Design bin2bcd_signed_seq, sky130hd; sources not shown.
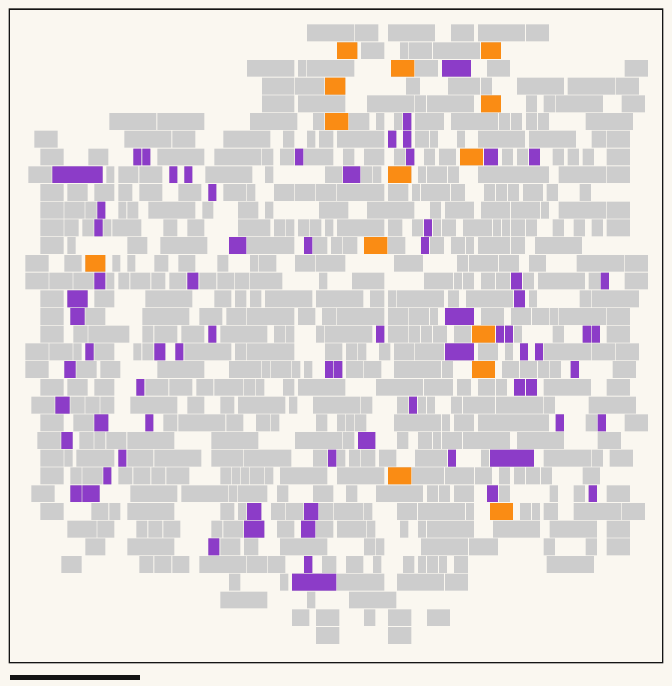
Figure 1: run 1, logic cells by family.
Bar = 20 µm.
[nor cells] purple | cells: 72
[non-inverting ao/oa cells] orange | cells: 14
Finished Layout Cells: 709
logic share of the area: 0.462
Commonest Layout Cell: dfxtp_1

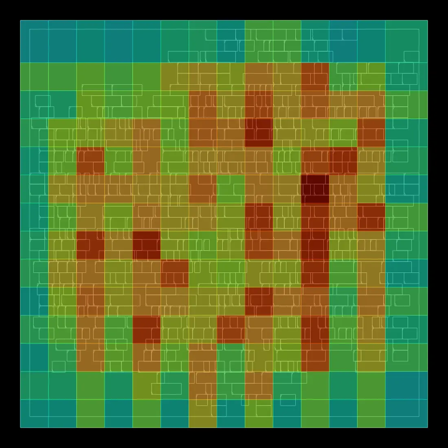
Figure 2: run 1, routing congestion map.
grt met3 use: 0.0397
most crowded layer after global routing: met2
post-route core utilization: 0.611
total track usage: 0.218

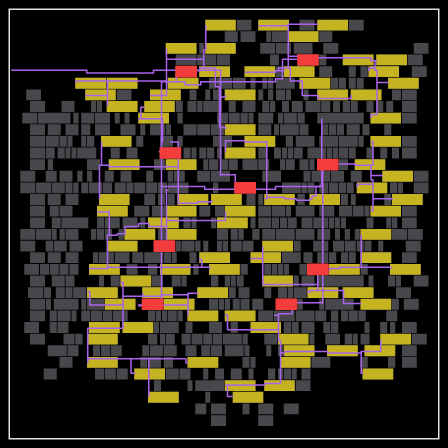
Figure 3: run 1, clock wires, drivers and flops.
[clock wires] purple | length: 998 µm
[flip-flops] yellow | count: 91
[clock drivers] red | count: 9
routed clock nets: 10
flops lie: all over the die
clock share of power: 0.372
Clock Skew: 0.0104 ns
clk_lat worst skew: 0.36 ns
clock network power: 0.000682 W

==> summary.txt, run 1 <==
impl run done, here's what came out: met3 WL=approximately 580 µm, outcome=finished, final reports clean, FA/HA/MAJ Cells, Area Fraction=0.0596, clock buffer depth=2, Sequential Power=about 0.00092 W, non-clk buf share=0.124, comb area leader=AND-OR/OR-AND gates, final period utilization=0.825, Synthesized registers=91, Area-dominant class=multi-input combinational cells, hpwl dp=about 7700 µm, area grow syn2layout=20.6%, bufs w/o clock=slightly above 70, worst min path class=reg2reg, Comb power=~0.00023 W, CTS sink cnt=between 90 and 100, drt via density=5.91, Final Hold Violation Tally=0, Crit path arrival time=roughly 3.7 ns, drt wl/cell=approximately 15 µm, Mapped Cells=around 540, power share of the combinational group=0.128, grt met2 use=0.369, ao+oa area frac=0.248, inverter count=28, number of buffers created by CTS=9, layout cells sized above 1=0.0635, max FFs per register=30, crit-path cells=inv_1 > ha_1 > nor3b_1 > o21ai_0 > a31oi_1 > inv_1 > ha_1 > and3_1 > ha_1 > nand4b_1 > or3_1 > a31oi_1 > a22oi_1, hold-fix buffers at CTS=0, flop2flop setup slack=about 0.73 ns, RSZ-0062 raised after global routing=false, post-CTS setup buffer count=0, Final Instance Area=approximately 5600 µm², mapped cell area=approximately 4600 µm²
--- run 2 (diff from run 1) ---
--- a/config.mk
+++ b/config.mk
@@ -9,7 +9,7 @@
 export CORE_UTILIZATION = 50
 export DETAILED_ROUTE_END_ITERATION = 7
 export HOLD_SLACK_MARGIN = 0.15
-export PLACE_DENSITY = 0.83
+export PLACE_DENSITY = 0.86
 export SLEW_MARGIN = 10
 export SYNTH_ARGS = -nofsm -noshare
 export SYNTH_HDL_FRONTEND = slang
==> constraint.sdc (replaced) <==
create_clock -name clk -period 3.1 [get_ports clk]
set_input_delay 0.62 -clock clk [delete_from_list [all_inputs] [get_ports clk]]
set_output_delay 0.62 -clock clk [all_outputs]
set_load 0.05 [all_outputs]
==> run 2 against run 1 <==
  * Power up 34%
  * Critical path depth unchanged
  * Sequential cell count unchanged
  * Final area up 2.3%
  * Count of clock-buffer cells in the layout down 1
  * Global-route usage up 0.30 points
  * Largest power group unchanged
  * Cell count up 0.99%
  * Utilization up 1.4 points
  * Synthesized cell count unchanged
  * Synthesized area unchanged
  * Worst hold slack better by 0.0015 ns
==> summary.txt, run 2 <==
impl run done, here's what came out: outcome=finished, final reports clean (unchanged), worst min path class=reg2reg (unchanged), bufs w/o clock=79 (was 72), Area-dominant class=multi-input combinational cells (unchanged), total track usage=0.221 (was 0.218), crit-path cells=inv_1 > ha_2 > nor3b_4 > o21ai_2 > a31oi_4 > inv_1 > ha_1 > and3_1 > ha_4 > nand4b_1 > or3_1 > a31oi_2 > a22oi_1 (was inv_1 > ha_1 > nor3b_1 > o21ai_0 > a31oi_1 > inv_1 > ha_1 > and3_1 > ha_1 > nand4b_1 > or3_1 > a31oi_1 > a22oi_1), grt met3 use=0.0439 (was 0.0397), met3 WL=790 µm (was 582 µm), clock buffer depth=2 (unchanged), final period utilization=0.972 (was 0.825), ao+oa area frac=0.248 (unchanged), clk_lat worst skew=0.36 ns (about the same), logic share of the area=0.466 (was 0.462), post-CTS setup buffer count=0 (unchanged), layout cells sized above 1=0.0975 (was 0.0635), clock share of power=0.361 (was 0.372), post-route core utilization=0.625 (was 0.611), number of buffers created by CTS=9 (unchanged), Final Hold Violation Tally=0 (unchanged), CTS sink cnt=91 (unchanged), Commonest Layout Cell=dfxtp_1 (unchanged), Mapped Cells=538 (unchanged), non-clk buf share=0.133 (was 0.124), area grow syn2layout=23.4% (was 20.6%), Synthesized registers=91 (unchanged), drt wl/cell=15.3 µm (was 14.9 µm)
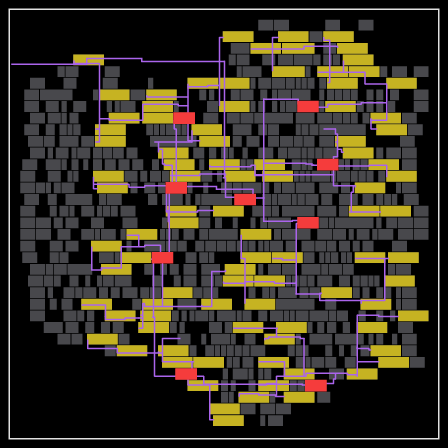
Figure 4: run 2, clock wires, drivers and flops.
[clock wires] purple | length: 1040 µm
[flip-flops] yellow | count: 91
[clock drivers] red | count: 9
flops lie: all over the die
routed clock nets: 10
clock network power: 0.000886 W
Clock Skew: 0.0152 ns

Power figures rest on the tool's default switching activity, not on a simulated workload.
